File: src/rtl/nand_phy_pkg.sv
// Shared NAND PHY definitions: calibration state encoding, default tap width
// and the training word that the flash controller also drives during reads.
package nand_phy_pkg;

    localparam int TAP_W_DEF = 5;
    localparam logic [7:0] TRAIN_PATTERN = 8'hA5;

    typedef enum logic [2:0] {
        ST_IDLE,
        ST_LOAD,
        ST_SETTLE,
        ST_SAMPLE,
        ST_EVAL,
        ST_FINAL,
        ST_DONE
    } calib_state_t;

endpackage

File: src/rtl/nand_dqs_calib_ch.sv
// Per-channel DQS calibration tracker: accumulates pass/fail for the current tap,
// tracks the longest passing tap window and computes its centre.
module nand_dqs_calib_ch #(
    parameter int                  DQ_WIDTH = 8,
    parameter int                  TAP_W    = 5,
    parameter logic [DQ_WIDTH-1:0] PATTERN  = 8'hA5
) (
    input  logic                clk0,
    input  logic                rst0,
    input  logic                clear,
    input  logic                arm,
    input  logic                beat,
    input  logic                eval,
    input  logic [TAP_W-1:0]    tap,
    input  logic [DQ_WIDTH-1:0] sample,
    output logic [TAP_W-1:0]    centre,
    output logic                no_window
);

    // Run/length counters are one bit wider than a tap: a full window spans 2^TAP_W taps.
    logic             pass;
    logic [TAP_W:0]   cur_run;
    logic [TAP_W:0]   best_len;
    logic [TAP_W-1:0] cur_start;
    logic [TAP_W-1:0] best_start;

    logic [TAP_W:0]   run_inc;
    logic [TAP_W-1:0] start_eff;
    logic [TAP_W:0]   len_m1;

    always_comb begin
        run_inc   = cur_run + 1'b1;
        start_eff = (cur_run == '0) ? tap : cur_start;
        len_m1    = best_len - 1'b1;
        no_window = (best_len == '0);
        centre    = no_window ? '0 : best_start + TAP_W'(len_m1 >> 1);
    end

    always_ff @(posedge clk0) begin
        if (rst0 || clear) begin
            pass       <= 1'b0;
            cur_run    <= '0;
            best_len   <= '0;
            cur_start  <= '0;
            best_start <= '0;
        end else begin
            if (arm) begin
                pass <= 1'b1;
            end else if (beat && (sample != PATTERN)) begin
                pass <= 1'b0;
            end

            if (eval) begin
                if (pass) begin
                    cur_start <= start_eff;
                    cur_run   <= run_inc;
                    // Strict compare keeps the earliest of equally long windows.
                    if (run_inc > best_len) begin
                        best_len   <= run_inc;
                        best_start <= start_eff;
                    end
                end else begin
                    cur_run <= '0;
                end
            end
        end
    end

endmodule

File: src/rtl/nand_dqs_calib.sv
// Multi-channel DQS read-capture calibration: sweeps every tap on all channels in
// lockstep, scores each tap against the training word, then loads window centres.
module nand_dqs_calib
    import nand_phy_pkg::*;
#(
    parameter int                  NUM_CH     = 4,
    parameter int                  DQ_WIDTH   = 8,
    parameter int                  TAP_W      = TAP_W_DEF,
    parameter int                  SETTLE_CYC = 16,
    parameter int                  SAMPLES    = 8,
    parameter logic [DQ_WIDTH-1:0] PATTERN    = DQ_WIDTH'(TRAIN_PATTERN)
) (
    input  logic                       clk0,
    input  logic                       rst0,
    input  logic                       start,
    input  logic                       sample_valid,
    input  logic [NUM_CH*DQ_WIDTH-1:0] sample,
    output logic [NUM_CH*TAP_W-1:0]    dlyval,
    output logic [NUM_CH-1:0]          dlyld,
    output logic                       busy,
    output logic                       done,
    output logic [NUM_CH-1:0]          ch_fail,
    output logic [NUM_CH*TAP_W-1:0]    ch_tap,
    output calib_state_t               dbg_state
);

    // Handshakes: start is a single-cycle request taken only in IDLE; sample_valid
    // qualifies one beat of sample per cycle in SAMPLE, with no backpressure path.
    localparam int SET_W = $clog2(SETTLE_CYC + 1);
    localparam int SMP_W = $clog2(SAMPLES + 1);
    localparam logic [SET_W-1:0] SET_LAST = SET_W'(SETTLE_CYC - 1);
    localparam logic [SMP_W-1:0] SMP_LAST = SMP_W'(SAMPLES - 1);
    localparam logic [TAP_W-1:0] TAP_MAX  = '1;

    calib_state_t state, state_next;
    logic [TAP_W-1:0] tap, tap_next;
    logic [SET_W-1:0] settle_cnt;
    logic [SMP_W-1:0] sample_cnt;

    logic                    clear;
    logic                    beat;
    logic [NUM_CH*TAP_W-1:0] centre_flat;
    logic [NUM_CH-1:0]       no_win;

    assign dbg_state = state;
    assign clear     = (state == ST_IDLE) && start;
    assign beat      = (state == ST_SAMPLE) && sample_valid;

    always_comb begin
        state_next = state;
        tap_next   = tap;
        case (state)
            ST_IDLE: begin
                if (start) begin
                    state_next = ST_LOAD;
                    tap_next   = '0;
                end
            end
            ST_LOAD:   state_next = ST_SETTLE;
            ST_SETTLE: if (settle_cnt == SET_LAST) state_next = ST_SAMPLE;
            ST_SAMPLE: if (sample_valid && (sample_cnt == SMP_LAST)) state_next = ST_EVAL;
            ST_EVAL: begin
                if (tap == TAP_MAX) begin
                    state_next = ST_FINAL;
                end else begin
                    state_next = ST_LOAD;
                    tap_next   = tap + 1'b1;
                end
            end
            ST_FINAL: state_next = ST_DONE;
            ST_DONE:  state_next = ST_IDLE;
            default:  state_next = ST_IDLE;
        endcase
    end

    // Outputs are registered from the next state so each strobe lines up with its state.
    always_ff @(posedge clk0) begin
        if (rst0) begin
            state      <= ST_IDLE;
            tap        <= '0;
            settle_cnt <= '0;
            sample_cnt <= '0;
            dlyval     <= '0;
            dlyld      <= '0;
            busy       <= 1'b0;
            done       <= 1'b0;
            ch_fail    <= '0;
            ch_tap     <= '0;
        end else begin
            state      <= state_next;
            tap        <= tap_next;
            dlyld      <= '0;
            busy       <= (state_next != ST_IDLE) && (state_next != ST_DONE);
            done       <= (state_next == ST_DONE);
            settle_cnt <= (state == ST_SETTLE) ? settle_cnt + 1'b1 : '0;

            if (state != ST_SAMPLE) begin
                sample_cnt <= '0;
            end else if (sample_valid) begin
                sample_cnt <= sample_cnt + 1'b1;
            end

            if (clear) begin
                ch_fail <= '0;
                ch_tap  <= '0;
            end

            if (state_next == ST_LOAD) begin
                dlyld  <= '1;
                dlyval <= {NUM_CH{tap_next}};
            end

            // Failed channels have a zero centre, so they are parked at tap 0.
            if (state == ST_FINAL) begin
                dlyld   <= '1;
                dlyval  <= centre_flat;
                ch_tap  <= centre_flat;
                ch_fail <= no_win;
            end
        end
    end

    for (genvar c = 0; c < NUM_CH; c++) begin : g_ch
        nand_dqs_calib_ch #(
            .DQ_WIDTH (DQ_WIDTH),
            .TAP_W    (TAP_W),
            .PATTERN  (PATTERN)
        ) u_ch (
            .clk0      (clk0),
            .rst0      (rst0),
            .clear     (clear),
            .arm       (state == ST_LOAD),
            .beat      (beat),
            .eval      (state == ST_EVAL),
            .tap       (tap),
            .sample    (sample[c*DQ_WIDTH +: DQ_WIDTH]),
            .centre    (centre_flat[c*TAP_W +: TAP_W]),
            .no_window (no_win[c])
        );
    end

endmodule

File: config.mk
export PLATFORM = sky130hd
export DESIGN_NAME = nand_dqs_calib
export DESIGN_NICKNAME = d
export VERILOG_FILES = /design/src/rtl/nand_phy_pkg.sv /design/src/rtl/nand_dqs_calib_ch.sv /design/src/rtl/nand_dqs_calib.sv
export SDC_FILE = /design/constraint.sdc
export NUM_CORES = 1
export LEC_CHECK = 0
export CORE_ASPECT_RATIO = 0.75
export CORE_UTILIZATION = 47
export DETAILED_ROUTE_END_ITERATION = 8
export PLACE_DENSITY = 0.77
export SLEW_MARGIN = 10
export SYNTH_ARGS = -nofsm -noshare
export SYNTH_HDL_FRONTEND = slang
export SYNTH_HIERARCHICAL = 1
export SYNTH_SLANG_ARGS = --single-unit
File: constraint.sdc
create_clock -name clk0 -period 3.91 [get_ports clk0]
set_clock_uncertainty 0.15 [all_clocks]
set_input_delay 0.5865 -clock clk0 [delete_from_list [all_inputs] [get_ports clk0]]
set_output_delay 0.5865 -clock clk0 [all_outputs]
set_load 0.05 [all_outputs]
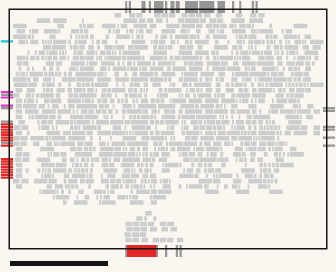
Run 1: pin map
Scale bar: 50 um. Pins as bars across the die edge, other pins in gray.
magenta -> dbg_state  # pins 3, direction output, edge left
red -> sample  # pins 32, direction input, edge 16 left, 16 bottom
cyan -> clk0  # pins 1, direction input, edge left
all pins by edge = 38 top, 24 left, 21 bottom, 6 right

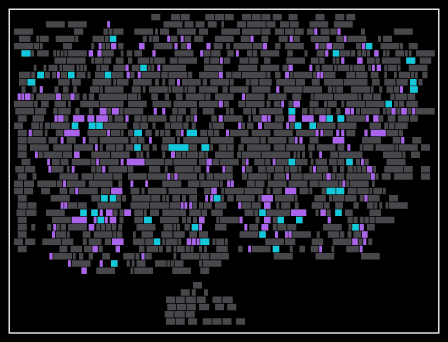
Run 1: gate-type map
purple -> NOR gates  # cells 187, most used nor2_1
cyan -> AND-OR and OR-AND gates  # cells 48, most used o21a_1

==> impl_metrics.json, run 1 <==
{
  "warning_count": 38,
  "core-area_um2": 18500,
  "dr.pass1.iters": 5,
  "crit_fanout": 14,
  "place_inst": 1312,
  "comb_area_um2": 5270,
  "io_pins": 89,
  "clockBufferDepth": 2,
  "start_kind": "register",
  "routed.top_layer": "met4",
  "fmax_ghz": 0.339,
  "synth.most_common_cell": "dfxtp_1",
  "clk_latency_ns": 0.43,
  "top_usage_layer": "met2",
  "netlist_area_um2": 8870,
  "dominant_cells": "multi-input combinational cells",
  "ys.flop_type": "dfxtp_1",
  "track_usage_pct": 23.5,
  "inverters": 61,
  "ys_cells": 1011,
  "fin_util_pct": 56.9,
  "final-clk-cell-share_pct": 5.85,
  "clk_root_buffer_cell": "clkbuf_16",
  "grtUsageMet1_pct": 31.7,
  "drtIter0Drc": 598,
  "ys_types": 62,
  "cts_made_buffers": 17,
  "synth_flops": 156,
  "wl_met2_um": 9980,
  "top_logic_kind": "simple AND/OR/NAND/NOR gates",
  "synth-edff-count": 0,
  "die_area_um2": 19400,
  "grt_pass1_wl_um": 36200,
  "io_buffers": 88,
  "use_met2_pct": 37.7,
  "hold_class": "reg2reg",
  "period_needed_ns": 2.95,
  "grt_pass1_vias": 7244,
  "initial_core_util_pct": 47.9,
  "cp.buffers_inverters": 0,
  "p_leak_nw": 4.03,
  "finalMaxSlewViolations": 0,
  "routed_via_density": 5.60,
  "fin_crit_sh_pct": 75.4,
  "overflow": 0,
  "critPathLaunch": "g_ch[0].u_ch/cur_run[4]$_SDFFE_PP0P_",
  "compound_area_share_pct": 16.5,
  "fp_nets": 1115,
  "worstHoldStart": "ch_tap[4]$_SDFFE_PP0P_",
  "status": "complete, no violations",
  "synthTopCellsByArea": "dfxtp_1 35%, ha_1 9.0%, mux2i_1 6.9%",
  "slowest_delay_ns": 0.68,
  "fill_cells": 1611,
  "n_clock_buffer": 20,
  "dr_wl_met3_um": 1460,
  "synthToLayoutAreaGrowth_pct": 18.6,
  "postCtsHoldBufs": 0,
  "regArea_um2": 3120,
  "common_cells": "156 x dfxtp_1, 119 x nor2_1, 84 x nand2_1",
  "simple_gate_area_share_pct": 21.0,
  "grt_start_max_net_pins": 30,
  "wl_met1_um": 10200,
  "post-dp-hpwl_um": 15600,
  "comb_share_pct": 50.1,
  "pwr_density_cell_nw_per_um2": 356,
  "cts.sinks": 156,
  "path_class": "reg2reg",
  "stdcell_count": 1344,
  "ys_area_um2": 8870,
  "worst_hold_slack_ns": 0.308,
  "h-tree-depth": 4,
  "wl_per_cell_um": 16.4,
  "reg2reg_from": "g_ch[0].u_ch/cur_run[4]$_SDFFE_PP0P_",
  "seq_share_pct": 29.7,
  "synthXorXnorAreaFrac_pct": 4.05,
  "final_hold_viol_count": 0,
  "finalPower_mw": 3.75,
  "layout-drive-gt1-share_pct": 8.57,
  "synthMuxAreaShare_pct": 7.90,
  "top_area_share_pct": 35.2,
  "lay_top_count": "dfxtp_1",
  "placed_area_um2": 9910
}
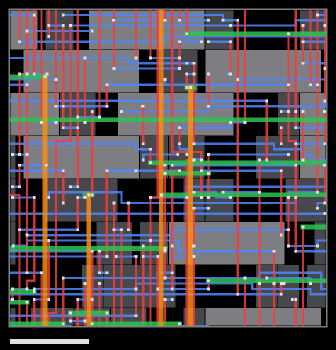
Run 1: a small window of the routed layout
Scale bar: 5 um. Region (70, 75) to (90, 95) um. Cells in gray, sequential cells in the stronger gray; small squares are vias.
green -> metal 3
orange -> metal 4
blue -> metal 1
red -> metal 2
sequential cells in the window = 6
netlist names of flops here include = dlyval (3), ch_tap (2)
cells with their middle in the window = 26
most frequent = dfxtp_1 (6), a21oi_1 (4)

[run 1: power breakdown]
| part | leakage [nW] | internal, mW | total (mW) | switching (mW) |
|---|---|---|---|---|
| clock network | 0.300 | 1.08 | 1.75 | 0.671 |
| logic | 2.47 | 0.125 | 0.354 | 0.229 |
| registers | 1.26 | 1.62 | 1.64 | 0.0230 |
[run 1: path summary, 6_finish.rpt]
path                                                end  slack, ns  cells past startpoint
hold reg to reg                  ch_tap[4]$_SDFFE_PP0P_       0.31                      2
setup reg to reg  g_ch[0].u_ch/best_len[2]$_SDFFE_PP0P_       0.96                      8
hold / removal                   ch_tap[4]$_SDFFE_PP0P_       0.31                      2
setup / recovery  g_ch[0].u_ch/best_len[2]$_SDFFE_PP0P_       0.96                      8
Run 1, signal metal coverage by tile:
32 x 24 tiles, from white (low) to dark blue (high), scaled to the fullest tile. Values are wire area over tile area, all layers added.
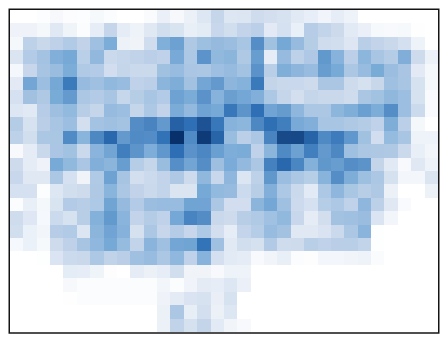

==> run 2, diff against run 1 <==
PLACE_DENSITY = 0.79   (was 0.77)
clock period = 2.49 ns   (was 3.91 ns; I/O delays follow)
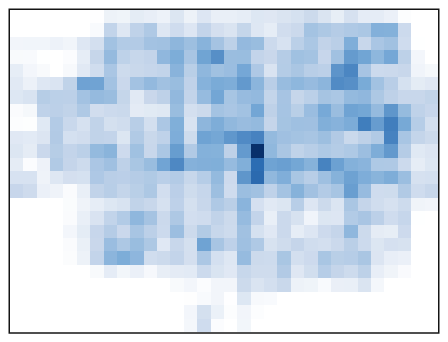
Run 2: signal metal coverage by tile
32 x 24 tiles, from white (low) to dark blue (high), scaled to the fullest tile. Values are wire area over tile area, all layers added.
tiles over half the peak = 6.0%
nearly empty tiles = 22%
emptiest ninth of the die = lower left
mean over tiles = 0.21

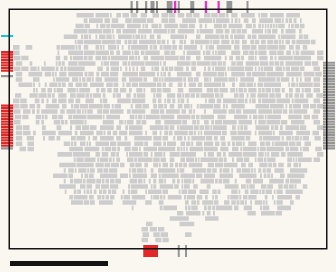
Run 2: pin map
Scale bar: 50 um. Pins as bars across the die edge, other pins in gray.
red -> sample  # pins 32, direction input, edge 24 left, 8 bottom
cyan -> clk0  # pins 1, direction input, edge left
magenta -> dbg_state  # pins 3, direction output, edge top
all pins by edge = 33 right, 27 left, 19 top, 10 bottom
Die X: 161 um
die height: 121 um
# port buffers: 88

==> impl_metrics.json, run 2 <==
{
  "io_pins": 89,
  "simple_gate_area_share_pct": 21.0,
  "track_usage_pct": 24.7,
  "top_usage_layer": "met2",
  "ys.flop_type": "dfxtp_1",
  "reg2reg_from": "g_ch[1].u_ch/best_len[1]$_SDFFE_PP0P_",
  "endpoint": "dlyval[9]$_SDFFE_PP0P_",
  "placed_area_um2": 10600,
  "setup_viol": 2,
  "path_class": "reg2reg",
  "worst_hold_slack_ns": 0.186,
  "routed_via_density": 5.64,
  "seq_power_share_pct": 45.9,
  "rr_endpoint": "dlyval[9]$_SDFFE_PP0P_",
  "violations": "negative setup slack",
  "crit_fanout": 3,
  "use_met2_pct": 39.8,
  "final_hold_viol_count": 0,
  "worstHoldPathCells": 2,
  "synthXorXnorAreaFrac_pct": 4.05,
  "hold_class": "in2reg",
  "top_area_share_pct": 35.2,
  "ys_cells": 1011,
  "fill_cells": 1454,
  "rrSetupSlack_ns": -0.01,
  "cts.sinks": 156,
  "overflow": 0,
  "critPathLaunch": "g_ch[1].u_ch/best_len[1]$_SDFFE_PP0P_",
  "clk_root_buffer_cell": "clkbuf_16",
  "cp.buffers_inverters": 3,
  "worstHoldStart": "rst0",
  "swShare_pct": 25.2,
  "grt_pass1_vias": 7564,
  "status": "finished, violations left",
  "p_leak_nw": 4.69,
  "common_cells": "156 x dfxtp_1, 119 x nor2_1, 84 x nand2_1",
  "synthToLayoutAreaGrowth_pct": 32.8,
  "grt_start_max_net_pins": 27,
  "crit_cells": 12,
  "wl_per_cell_um": 17.0,
  "pg_clk_mw": 2.46,
  "compound_area_share_pct": 16.5,
  "drtIter0Drc": 795,
  "grtUsageMet1_pct": 33.7,
  "slowest_delay_ns": 0.38,
  "clockBufferDepth": 2,
  "synth-edff-count": 0,
  "layout-drive-gt1-share_pct": 25.1,
  "fmax_ghz": 0.399,
  "fin_ws_ns": -0.0149,
  "fp_nets": 1115,
  "top_logic_kind": "simple AND/OR/NAND/NOR gates",
  "dr.pass1.iters": 7,
  "post-dp-hpwl_um": 16700,
  "synthMuxAreaShare_pct": 7.90,
  "fin_util_pct": 63.7,
  "p_comb_mw": 0.590
}
run 2: area by class of cell:
| class | count | area (um^2) | share of cell area, % |
|---|---|---|---|
| well taps | 247 | 309 | 2.62 |
| multi-input cells | 747 | 5740 | 48.7 |
| repair buffers | 199 | 1750 | 14.8 |
| diodes | 1 | 2.50 | 0.0212 |
| clock buffers | 24 | 523 | 4.44 |
| flip-flops and latches | 156 | 3170 | 26.9 |
| clock inverters | 6 | 35.0 | 0.297 |
| inverters | 61 | 251 | 2.13 |
run 2: what timing repair did:
item | in CTS | in global routing
resized | 48 | 82
pin swaps | 11 | 32
setup buffers | 4 | 14
endpoints found under the setup margin | 13 | 51
hold buffers | 0 | 0
run 2: metal layers:
layer  share of wire (%)  wire, um
met4                 2.0       481
met2                  46     11300
met1                  45     10900
met5                   0         0
met3                 7.3      1800
Power figures rest on the tool's default switching activity, not on a simulated workload.
